===== config.mk =====
export PLATFORM = sky130hd
export DESIGN_NAME = lsu_mem_port
export DESIGN_NICKNAME = d
export VERILOG_FILES = /design/src/rtl/lsu_mem_port.sv
export SDC_FILE = /design/constraint.sdc
export NUM_CORES = 1
export LEC_CHECK = 0
export ABC_AREA = 1
export CORE_ASPECT_RATIO = 1.5
export CORE_UTILIZATION = 41
export DETAILED_ROUTE_END_ITERATION = 7
export GPL_TIMING_DRIVEN = 0
export PLACE_DENSITY = 0.74
export SETUP_SLACK_MARGIN = 0.5
export SYNTH_ARGS = -nofsm -noshare
export SYNTH_HDL_FRONTEND = slang
export SYNTH_SLANG_ARGS = --single-unit

===== constraint.sdc =====
create_clock -name clk -period 1.5 [get_ports clk]
set_input_delay 0.225 -clock clk [delete_from_list [all_inputs] [get_ports clk]]
set_output_delay 0.225 -clock clk [all_outputs]
set_load 0.05 [all_outputs]

===== src/rtl/lsu_mem_port.sv =====
// Core-side LSU initiator: aligned 64-bit data-memory accesses, read-modify-write for sub-word stores.
// Latency: error 1, SD 2, load L+2, sub-word store L+3 cycles; single outstanding request, responses are never stalled.
module lsu_mem_port #(
    parameter logic [63:0] BASE_ADDR  = 64'h8000_0000,
    parameter int          MEM_BYTES  = 65536,
    parameter int          MEM_RD_LAT = 1
) (
    input  logic        clk,
    input  logic        rst,
    input  logic        req_valid,
    output logic        req_ready,
    input  logic        req_we,
    input  logic [1:0]  req_size,
    input  logic        req_unsigned,
    input  logic [63:0] req_addr,
    input  logic [63:0] req_wdata,
    output logic        resp_valid,
    output logic [63:0] resp_rdata,
    output logic        resp_err,
    output logic [2:0]  dm_rd_ctrl,
    output logic [2:0]  dm_wr_ctrl,
    output logic [63:0] dm_addr,
    output logic [63:0] dm_din,
    input  logic [63:0] dm_dout
);
    typedef enum logic [2:0] {IDLE, RD, WR, RESP, ERR} state_t;

    localparam logic [63:0] LIMIT = BASE_ADDR + 64'(MEM_BYTES);
    localparam logic [7:0]  LAT   = 8'(MEM_RD_LAT);

    state_t      state, state_n;
    logic [7:0]  cnt;
    logic        we_q, uns_q;
    logic [1:0]  size_q;
    logic [2:0]  off_q;
    logic [63:0] wdata_q;
    logic        accept, misaligned, in_window, rd_done;
    logic [63:0] field, load_data, merged, wshift;
    logic [7:0]  be_base, be;

    assign accept    = req_valid && req_ready;
    assign in_window = (req_addr >= BASE_ADDR) && (req_addr < LIMIT);
    assign rd_done   = (state == RD) && (cnt == 8'd0);

    always_comb begin
        misaligned = 1'b0;
        case (req_size)
            2'd1:    misaligned = req_addr[0];
            2'd2:    misaligned = |req_addr[1:0];
            2'd3:    misaligned = |req_addr[2:0];
            default: misaligned = 1'b0;
        endcase
    end

    always_comb begin
        state_n = state;
        case (state)
            IDLE: begin
                if (accept) begin
                    if (misaligned || !in_window)     state_n = ERR;
                    else if (req_we && req_size == 2'd3) state_n = WR;
                    else                              state_n = RD;
                end
            end
            RD:      if (rd_done) state_n = we_q ? WR : RESP;
            WR:      state_n = RESP;
            RESP:    state_n = IDLE;
            ERR:     state_n = IDLE;
            default: state_n = IDLE;
        endcase
    end

    // Load extraction: shift the addressed field down, then extend to 64 bits.
    always_comb begin
        field     = dm_dout >> {off_q, 3'b000};
        load_data = dm_dout;
        case (size_q)
            2'd0:    load_data = uns_q ? {56'd0, field[7:0]}  : {{56{field[7]}},  field[7:0]};
            2'd1:    load_data = uns_q ? {48'd0, field[15:0]} : {{48{field[15]}}, field[15:0]};
            2'd2:    load_data = uns_q ? {32'd0, field[31:0]} : {{32{field[31]}}, field[31:0]};
            default: load_data = dm_dout;
        endcase
    end

    // Store merge: replace the addressed bytes of the read word with the low store bytes.
    always_comb begin
        case (size_q)
            2'd0:    be_base = 8'h01;
            2'd1:    be_base = 8'h03;
            2'd2:    be_base = 8'h0F;
            default: be_base = 8'hFF;
        endcase
        be     = be_base << off_q;
        wshift = wdata_q << {off_q, 3'b000};
        merged = dm_dout;
        for (int i = 0; i < 8; i++) begin
            if (be[i]) merged[i*8 +: 8] = wshift[i*8 +: 8];
        end
    end

    always_ff @(posedge clk) begin
        if (rst) begin
            state      <= IDLE;
            req_ready  <= 1'b1;
            resp_valid <= 1'b0;
            resp_rdata <= '0;
            resp_err   <= 1'b0;
            dm_rd_ctrl <= 3'b000;
            dm_wr_ctrl <= 3'b000;
            dm_addr    <= '0;
            dm_din     <= '0;
            cnt        <= '0;
            we_q       <= 1'b0;
            uns_q      <= 1'b0;
            size_q     <= 2'd0;
            off_q      <= 3'd0;
            wdata_q    <= '0;
        end else begin
            state      <= state_n;
            req_ready  <= (state_n == IDLE);
            resp_valid <= (state_n == RESP) || (state_n == ERR);
            resp_err   <= (state_n == ERR);
            dm_rd_ctrl <= (state_n == RD) ? 3'b111 : 3'b000;
            dm_wr_ctrl <= (state_n == WR) ? 3'b100 : 3'b000;
            if (accept) begin
                we_q       <= req_we;
                uns_q      <= req_unsigned;
                size_q     <= req_size;
                off_q      <= req_addr[2:0];
                wdata_q    <= req_wdata;
                dm_addr    <= {req_addr[63:3], 3'b000};
                dm_din     <= req_wdata;
                resp_rdata <= '0;
                cnt        <= LAT;
            end
            if (state == RD && cnt != 8'd0) cnt <= cnt - 8'd1;
            // The last RD edge is where dm_dout is valid; capture it straight into the output registers.
            if (rd_done) begin
                if (we_q) dm_din     <= merged;
                else      resp_rdata <= load_data;
            end
        end
    end
endmodule

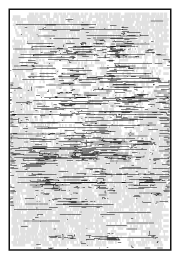
**Above:** met3 routing.
Drawn at 1 px/um. Cells faint in the background.
nets with wire on the layer: 596
wire length on this layer: 8910 um
main direction: horizontal
longest straight run: 102 um
share of all routed wire: 9.4%
met3 usage: 0.102
final wirelength: 95.0 mm
DR vias: 20900

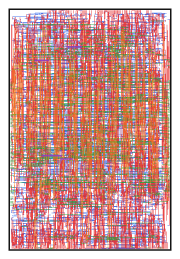
**Above:** signal wires by layer.
Drawn at 1 px/um.
| layer | colour | wire length |
|---|---|---|
| met5 | purple | 56.4 um |
| met4 | orange | 10700 um |
| met1 | blue | 31.7 mm |
| met3 | green | 8910 um |
| met2 | red | 43.7 mm |
Routed WL per cell: 27.0 um
Overall Global Routing Usage: 0.458

==> results.txt <==
run status -> finished with violations
violated checks -> negative setup slack
nets -> 3212
min cycle time layout -> 1.96 ns
final setup margin -> -0.462 ns
ao+oa area frac -> 0.192
Worst-Margin Slew -> 0.837 ns
highest routed layer -> met5
Cell Rows -> 86
CTS tree -> done
Post-CTS Setup Bufs -> 66
worst setup path start -> cnt[5]
Detailed Place HPWL -> 68.3 mm
Post-synth EDFFs -> 0
Comb area share -> 0.385
slew margin rel. -> 0.440
AND/OR/NAND/NOR Cells, Area Fraction -> 0.345
crit end category -> flip-flop
Mapped Avg Cell Area -> 6.23 um^2
layout clock buffer count -> 41
Num Clock Sinks -> 276
most instantiated logic cell after routing -> nand2_1
# setup viols final -> 141
tapcell count -> 484
share of synthesized registers carrying an async set or reset -> 0
flop share of the area -> 0.219
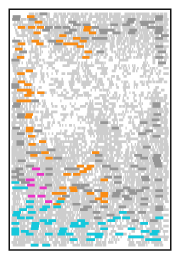
**Above:** sequential cells coloured by netlist name.
Drawn at 1 px/um.
| netlist name | colour | sequential cells |
|---|---|---|
| `dm_addr` | cyan | 61 |
| `wdata_q` | orange | 64 |
| `cnt` | magenta | 8 |
not coloured: 143

[state kept, by name (all words and copies together) (netlist names), 2 cells and up]
signal / flops
dm_addr: 61
cnt: 8
resp_rdata: 64
size_q: 2
state: 3
off_q: 3
dm_din: 64
wdata_q: 64
[power by group through the flow]
stage / registers (mW) / logic (mW) / clock network (mW)
floorplan: 8.97 / 2.82 / 0
global placement: 8.16 / 6.34 / 0
detailed placement: 8.17 / 6.36 / 0
CTS: 8.16 / 7.50 / 7.25
global route: 8.22 / 8.80 / 7.55
finish: 8.20 / 8.54 / 7.25
[per-stage QoR]
stage / area (um^2) / total power [mW] / TNS (ns) / utilization / cells
after global placement: 20600 / 14.5 / -181.32 / 0.560 / 3350
final: 26500 / 24.0 / -43.61 / 0.721 / 3517
after detailed placement: 20600 / 14.5 / -185.95 / 0.560 / 3350
after floorplan: 16100 / 11.8 / -1.88 / - / 2472
after CTS: 25100 / 22.9 / -27.59 / 0.683 / 3474
after global routing: 26500 / 24.6 / -51.19 / 0.721 / 3517
[synth_stat cells, drive strengths merged, types with 2 or more instances]
| cell type | count | share of area |
|---|---|---|
| a21oi | 250 | 0.089 |
| a31oi | 16 | 0.0065 |
| buf | 108 | 0.044 |
| clkbuf | 71 | 0.017 |
| clkinv | 2 | 0.00049 |
| dfxtp | 276 | 0.36 |
| inv | 148 | 0.036 |
| mux2i | 4 | 0.0026 |
| nand2 | 767 | 0.19 |
| nand3 | 196 | 0.064 |
| nand4 | 12 | 0.0049 |
| nor2 | 324 | 0.082 |
| nor3 | 4 | 0.0013 |
| o2111ai | 4 | 0.0023 |
| o211ai | 22 | 0.011 |
| o21a | 5 | 0.0024 |
| o21ai | 240 | 0.079 |
| o2bb2ai | 3 | 0.0017 |
| or2 | 8 | 0.0033 |
| xnor2 | 2 | 0.0011 |
Power and IR drop assume default switching activity.
